**src/rtl/vdg_pkg.sv**
```systemverilog
// Shared types and constants for the VDG character fetch/decode stage.
// Holds the cell geometry, mode encodings and the stage-1 / stage-2 record layouts.
package vdg_pkg;

  localparam int         ROWS_PER_CHAR = 12;
  localparam logic [3:0] ROW_LAST      = 4'(ROWS_PER_CHAR - 1);
  localparam logic [3:0] S4_SPLIT      = 4'd6;
  localparam logic [3:0] S6_SPLIT      = 4'd4;

  typedef enum logic [1:0] {
    MODE_ALPHA,
    MODE_SG4,
    MODE_SG6,
    MODE_GRAPH
  } mode_e;

  typedef enum logic {
    GREEN  = 1'b0,
    ORANGE = 1'b1
  } css_e;

  // Byte and mode pins captured on a preload strobe.
  typedef struct packed {
    logic [7:0] q;
    logic       inv;
    logic       ans;
    logic       ang;
    logic       css;
    logic       ext;
    logic [2:0] gm;
  } fetch_t;

  // Decoded record handed to the shift register and palette.
  typedef struct packed {
    logic [7:0] pix;
    logic [2:0] fg;
    logic       ang;
    logic       css;
    logic [2:0] gm;
  } video_t;

  function automatic mode_e mode_of(input logic ang, input logic ans, input logic ext);
    if (ang) return MODE_GRAPH;
    if (!ans) return MODE_ALPHA;
    return ext ? MODE_SG6 : MODE_SG4;
  endfunction

endpackage

```
**src/rtl/vdg_char_fetch_if.sv**
```systemverilog
// Bus between frame timing / display RAM and the fetch stage, plus the
// decoded output toward the shift register and the character-row lookup.
interface vdg_char_fetch_if;

  logic       preload;
  logic       hsn;
  logic       fsn;
  logic       rowclear;
  logic [7:0] q;
  logic       inv;
  logic       ans;
  logic       ang;
  logic       css;
  logic       ext;
  logic [2:0] gm;
  logic [5:0] char_index;
  logic [7:0] char_row;
  logic [3:0] alpha_row;
  logic [7:0] pix_byte;
  logic [2:0] fg_colour;
  logic       mode_ang;
  logic       mode_css;
  logic [2:0] mode_gm;
  logic       load_out;

  modport slave (
    input  preload, hsn, fsn, rowclear, q, inv, ans, ang, css, ext, gm, char_row,
    output char_index, alpha_row, pix_byte, fg_colour, mode_ang, mode_css, mode_gm, load_out
  );

  modport master (
    output preload, hsn, fsn, rowclear, q, inv, ans, ang, css, ext, gm, char_row,
    input  char_index, alpha_row, pix_byte, fg_colour, mode_ang, mode_css, mode_gm, load_out
  );

endinterface

```
**src/rtl/vdg_semigraphic_decode.sv**
```systemverilog
// Combinational SG4/SG6 block decoder: picks the left/right cell bits for the
// current character row and expands them to a half-byte each.
module vdg_semigraphic_decode
  import vdg_pkg::*;
(
  input  logic [7:0] q,
  input  logic [3:0] alpha_row,
  input  logic       css,
  input  logic       ext,
  output logic [7:0] pix_byte,
  output logic [2:0] fg_colour
);

  logic       left;
  logic       right;
  logic       upper;
  logic [3:0] sg6_block;

  // NOTE: every output of a combinational block gets a default first so no path leaves it unassigned (no latch).
  always_comb begin
    left      = 1'b0;
    right     = 1'b0;
    upper     = alpha_row < S4_SPLIT;
    sg6_block = alpha_row / S6_SPLIT;
    fg_colour = q[6:4];
    if (!ext) begin
      left  = upper ? q[3] : q[1];
      right = upper ? q[2] : q[0];
    end else begin
      fg_colour = {css, q[7:6]};
      case (sg6_block)
        4'd0:    begin left = q[5]; right = q[4]; end
        4'd1:    begin left = q[3]; right = q[2]; end
        default: begin left = q[1]; right = q[0]; end
      endcase
    end
    pix_byte = {{4{left}}, {4{right}}};
  end

endmodule

```
**src/rtl/vdg_char_fetch.sv**
```systemverilog
// Two-stage fetch/decode between display RAM and the video shift register,
// plus the 0..11 alpha row counter driven by horizontal/field sync.
module vdg_char_fetch
  import vdg_pkg::*;
(
  input  logic             clk,
  input  logic             resetn,
  vdg_char_fetch_if.slave  bus
);

  logic       hs_prev_q, hs_prev_d;
  logic [3:0] alpha_row_q, alpha_row_d;
  fetch_t     s1_q, s1_d;
  logic       s1_valid_q, s1_valid_d;
  video_t     out_q, out_d;
  logic       load_q, load_d;

  mode_e      mode;
  logic [7:0] sg_pix;
  logic [2:0] sg_fg;
  logic [7:0] dec_pix;
  logic [2:0] dec_fg;

  vdg_semigraphic_decode u_sg (
    .q         (s1_q.q),
    .alpha_row (alpha_row_q),
    .css       (s1_q.css),
    .ext       (s1_q.ext),
    .pix_byte  (sg_pix),
    .fg_colour (sg_fg)
  );

  // Clear sources are ordered: field sync low, then row preset, then the hsn rising edge.
  always_comb begin
    hs_prev_d   = bus.hsn;
    alpha_row_d = alpha_row_q;
    if (!bus.fsn || bus.rowclear) begin
      alpha_row_d = '0;
    end else if (!hs_prev_q && bus.hsn) begin
      alpha_row_d = (alpha_row_q == ROW_LAST) ? '0 : alpha_row_q + 4'd1;
    end
  end

  always_comb begin
    s1_valid_d = bus.preload;
    s1_d       = s1_q;
    if (bus.preload) begin
      s1_d.q   = bus.q;
      s1_d.inv = bus.inv;
      s1_d.ans = bus.ans;
      s1_d.ang = bus.ang;
      s1_d.css = bus.css;
      s1_d.ext = bus.ext;
      s1_d.gm  = bus.gm;
    end
  end

  // Decode sees the row counter as it stands one cycle after the strobe.
  always_comb begin
    mode    = mode_of(s1_q.ang, s1_q.ans, s1_q.ext);
    dec_pix = s1_q.q;
    dec_fg  = {2'b00, s1_q.css};
    case (mode)
      MODE_ALPHA: dec_pix = bus.char_row ^ {8{s1_q.inv}};
      MODE_SG4,
      MODE_SG6: begin
        dec_pix = sg_pix;
        dec_fg  = sg_fg;
      end
      default: ;
    endcase

    load_d = s1_valid_q;
    out_d  = out_q;
    if (s1_valid_q) begin
      out_d.pix = dec_pix;
      out_d.fg  = dec_fg;
      out_d.ang = s1_q.ang;
      out_d.css = s1_q.css;
      out_d.gm  = s1_q.gm;
    end
  end

  // NOTE: state updates use non-blocking assignments so every flop samples pre-edge values.
  always_ff @(posedge clk or negedge resetn) begin
    if (!resetn) begin
      hs_prev_q   <= 1'b0;
      alpha_row_q <= '0;
      s1_q        <= '0;
      s1_valid_q  <= 1'b0;
      out_q       <= '0;
      load_q      <= 1'b0;
    end else begin
      hs_prev_q   <= hs_prev_d;
      alpha_row_q <= alpha_row_d;
      s1_q        <= s1_d;
      s1_valid_q  <= s1_valid_d;
      out_q       <= out_d;
      load_q      <= load_d;
    end
  end

  assign bus.char_index = s1_q.q[5:0];
  assign bus.alpha_row  = alpha_row_q;
  assign bus.pix_byte   = out_q.pix;
  assign bus.fg_colour  = out_q.fg;
  assign bus.mode_ang   = out_q.ang;
  assign bus.mode_css   = out_q.css;
  assign bus.mode_gm    = out_q.gm;
  assign bus.load_out   = load_q;

endmodule

```
**src/flat_wrapper.sv**
```systemverilog
// flat-port wrapper written by rule: the top's interface ports become plain ports
module vdg_char_fetch_flat import vdg_pkg::*;
  (clk, resetn, bus_preload, bus_hsn, bus_fsn, bus_rowclear, bus_q, bus_inv, bus_ans, bus_ang, bus_css, bus_ext, bus_gm, bus_char_row, bus_char_index, bus_alpha_row, bus_pix_byte, bus_fg_colour, bus_mode_ang, bus_mode_css, bus_mode_gm, bus_load_out);
  vdg_char_fetch_if bus_i ();
  input  logic clk;
  input  logic resetn;
  input wire logic [$bits(bus_i.preload)-1:0] bus_preload;
  input wire logic [$bits(bus_i.hsn)-1:0] bus_hsn;
  input wire logic [$bits(bus_i.fsn)-1:0] bus_fsn;
  input wire logic [$bits(bus_i.rowclear)-1:0] bus_rowclear;
  input wire logic [$bits(bus_i.q)-1:0] bus_q;
  input wire logic [$bits(bus_i.inv)-1:0] bus_inv;
  input wire logic [$bits(bus_i.ans)-1:0] bus_ans;
  input wire logic [$bits(bus_i.ang)-1:0] bus_ang;
  input wire logic [$bits(bus_i.css)-1:0] bus_css;
  input wire logic [$bits(bus_i.ext)-1:0] bus_ext;
  input wire logic [$bits(bus_i.gm)-1:0] bus_gm;
  input wire logic [$bits(bus_i.char_row)-1:0] bus_char_row;
  output wire logic [$bits(bus_i.char_index)-1:0] bus_char_index;
  output wire logic [$bits(bus_i.alpha_row)-1:0] bus_alpha_row;
  output wire logic [$bits(bus_i.pix_byte)-1:0] bus_pix_byte;
  output wire logic [$bits(bus_i.fg_colour)-1:0] bus_fg_colour;
  output wire logic [$bits(bus_i.mode_ang)-1:0] bus_mode_ang;
  output wire logic [$bits(bus_i.mode_css)-1:0] bus_mode_css;
  output wire logic [$bits(bus_i.mode_gm)-1:0] bus_mode_gm;
  output wire logic [$bits(bus_i.load_out)-1:0] bus_load_out;
  assign bus_i.preload = bus_preload;
  assign bus_i.hsn = bus_hsn;
  assign bus_i.fsn = bus_fsn;
  assign bus_i.rowclear = bus_rowclear;
  assign bus_i.q = bus_q;
  assign bus_i.inv = bus_inv;
  assign bus_i.ans = bus_ans;
  assign bus_i.ang = bus_ang;
  assign bus_i.css = bus_css;
  assign bus_i.ext = bus_ext;
  assign bus_i.gm = bus_gm;
  assign bus_i.char_row = bus_char_row;
  assign bus_char_index = bus_i.char_index;
  assign bus_alpha_row = bus_i.alpha_row;
  assign bus_pix_byte = bus_i.pix_byte;
  assign bus_fg_colour = bus_i.fg_colour;
  assign bus_mode_ang = bus_i.mode_ang;
  assign bus_mode_css = bus_i.mode_css;
  assign bus_mode_gm = bus_i.mode_gm;
  assign bus_load_out = bus_i.load_out;
  vdg_char_fetch u_core (.clk(clk), .resetn(resetn), .bus(bus_i));
endmodule
```
**config.mk**
```make
export PLATFORM = sky130hd
export DESIGN_NAME = vdg_char_fetch_flat
export DESIGN_NICKNAME = d
export VERILOG_FILES = /design/src/rtl/vdg_pkg.sv /design/src/rtl/vdg_char_fetch_if.sv /design/src/rtl/vdg_semigraphic_decode.sv /design/src/rtl/vdg_char_fetch.sv /design/src/flat_wrapper.sv
export SDC_FILE = /design/constraint.sdc
export NUM_CORES = 1
export LEC_CHECK = 0
export CELL_PAD_IN_SITES_DETAIL_PLACEMENT = 1
export CELL_PAD_IN_SITES_GLOBAL_PLACEMENT = 2
export CORE_ASPECT_RATIO = 0.7
export CORE_MARGIN = 2
export CORE_UTILIZATION = 30
export DETAILED_ROUTE_END_ITERATION = 7
export PLACE_DENSITY_LB_ADDON = 0.1
export SYNTH_ARGS = -nofsm -noshare
export SYNTH_HDL_FRONTEND = slang
export SYNTH_SLANG_ARGS = --single-unit
export TNS_END_PERCENT = 30
```
**constraint.sdc**
```tcl
create_clock -name clk -period 2.28 [get_ports clk]
set_input_delay 0.456 -clock clk [delete_from_list [all_inputs] [get_ports clk]]
set_output_delay 0.456 -clock clk [all_outputs]
set_load 0.05 [all_outputs]
```
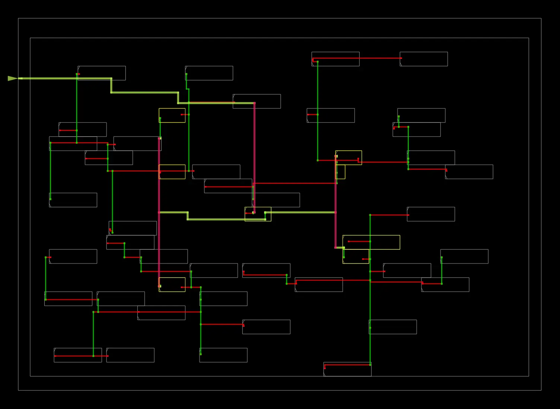
Fig. 1. Clock routing.
Flops: 39
Num CTS Buffers: 5

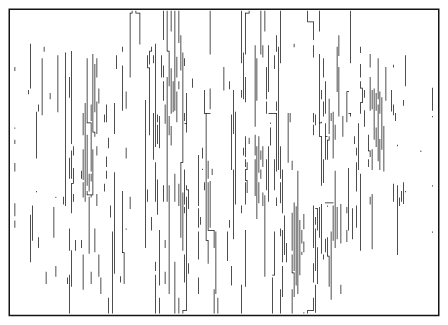
Fig. 2. Metal 2.
wire length on this layer: 2390 um
longest straight run: 36.0 um
nets with wire on the layer: 231
GR Layer Usage met2: 24.7%
final WL: 5110 um

==> flow_summary_export.csv <==
group,metric,value,unit
run_status,status,"complete, no violations",
floorplanning,dieArea,0.00724,sq mm
clock_tree,cts_tree,"yes",
synth,synth_chip_area,0.00197,sq mm
sta,worst-slew-pin-transition,0.897,ns
floorplanning,fp_util,31.4,%
sta,min_period,2.16,ns
synth,ys_cells,169,
synth,async_flop_share,100,%
power_and_ir_drop,p_clk_share,27.5,%
setup_path,critical_path_class,"reg2out",
floorplanning,die_h,71.8,um
setup_path,r2r_slack,0.33,ns
sta,setup_viol,0,
synth,syn-num-nets,202,
setup_path,path_depth,1,
layout,stdcell_area,0.00268,sq mm
layout,final_nets,253,
hold_path,hp-class,"in2async",
clock_tree,clock-root-buffer,"clkbuf_8",
synth,syn_area_per_cell,11.7,sq um
synth,syn_area,0.00197,sq mm
setup_path,worstReg2RegStart,"u_core.s1_q[3]$_DFFE_PN0P_",
route,ant_nets,0,
route,avgRoutedWirePerCell,17.1,um
synth,synth_cell_types,30,
route,via_per_inst,4.85,
setup_path,r2r_cells,7,
-- routing by layer --
layer / track usage (%) / wire, um
met5: 0 / 0
met4: 5.48 / 67
met3: 3.61 / 202
met2: 24.7 / 2390
met1: 20.7 / 2440
-- cell type report --
class                   count  area [sq um]
clock buffers               6          82.6
clock inverters             2          35.0
fillers                   674          3600
inverters                   6          22.5
multi-input cells         108           876
flip-flops and latches     39           976
well taps                  78          97.6
repair buffers             60           586
-- cells by family (layout without fill, tap and decap cells) --
| family | Yosys count | after routing |
|---|---|---|
| AOI/OAI and AO/OA | 34 | 34 |
| xor gates and xnor gates | 8 | 8 |
| adders and majority gates | 3 | 3 |
| buffers and inverters | 22 | 74 |
| DFF | 39 | 39 |
| muxes | 27 | 27 |
| and+or+nand+nor | 36 | 36 |
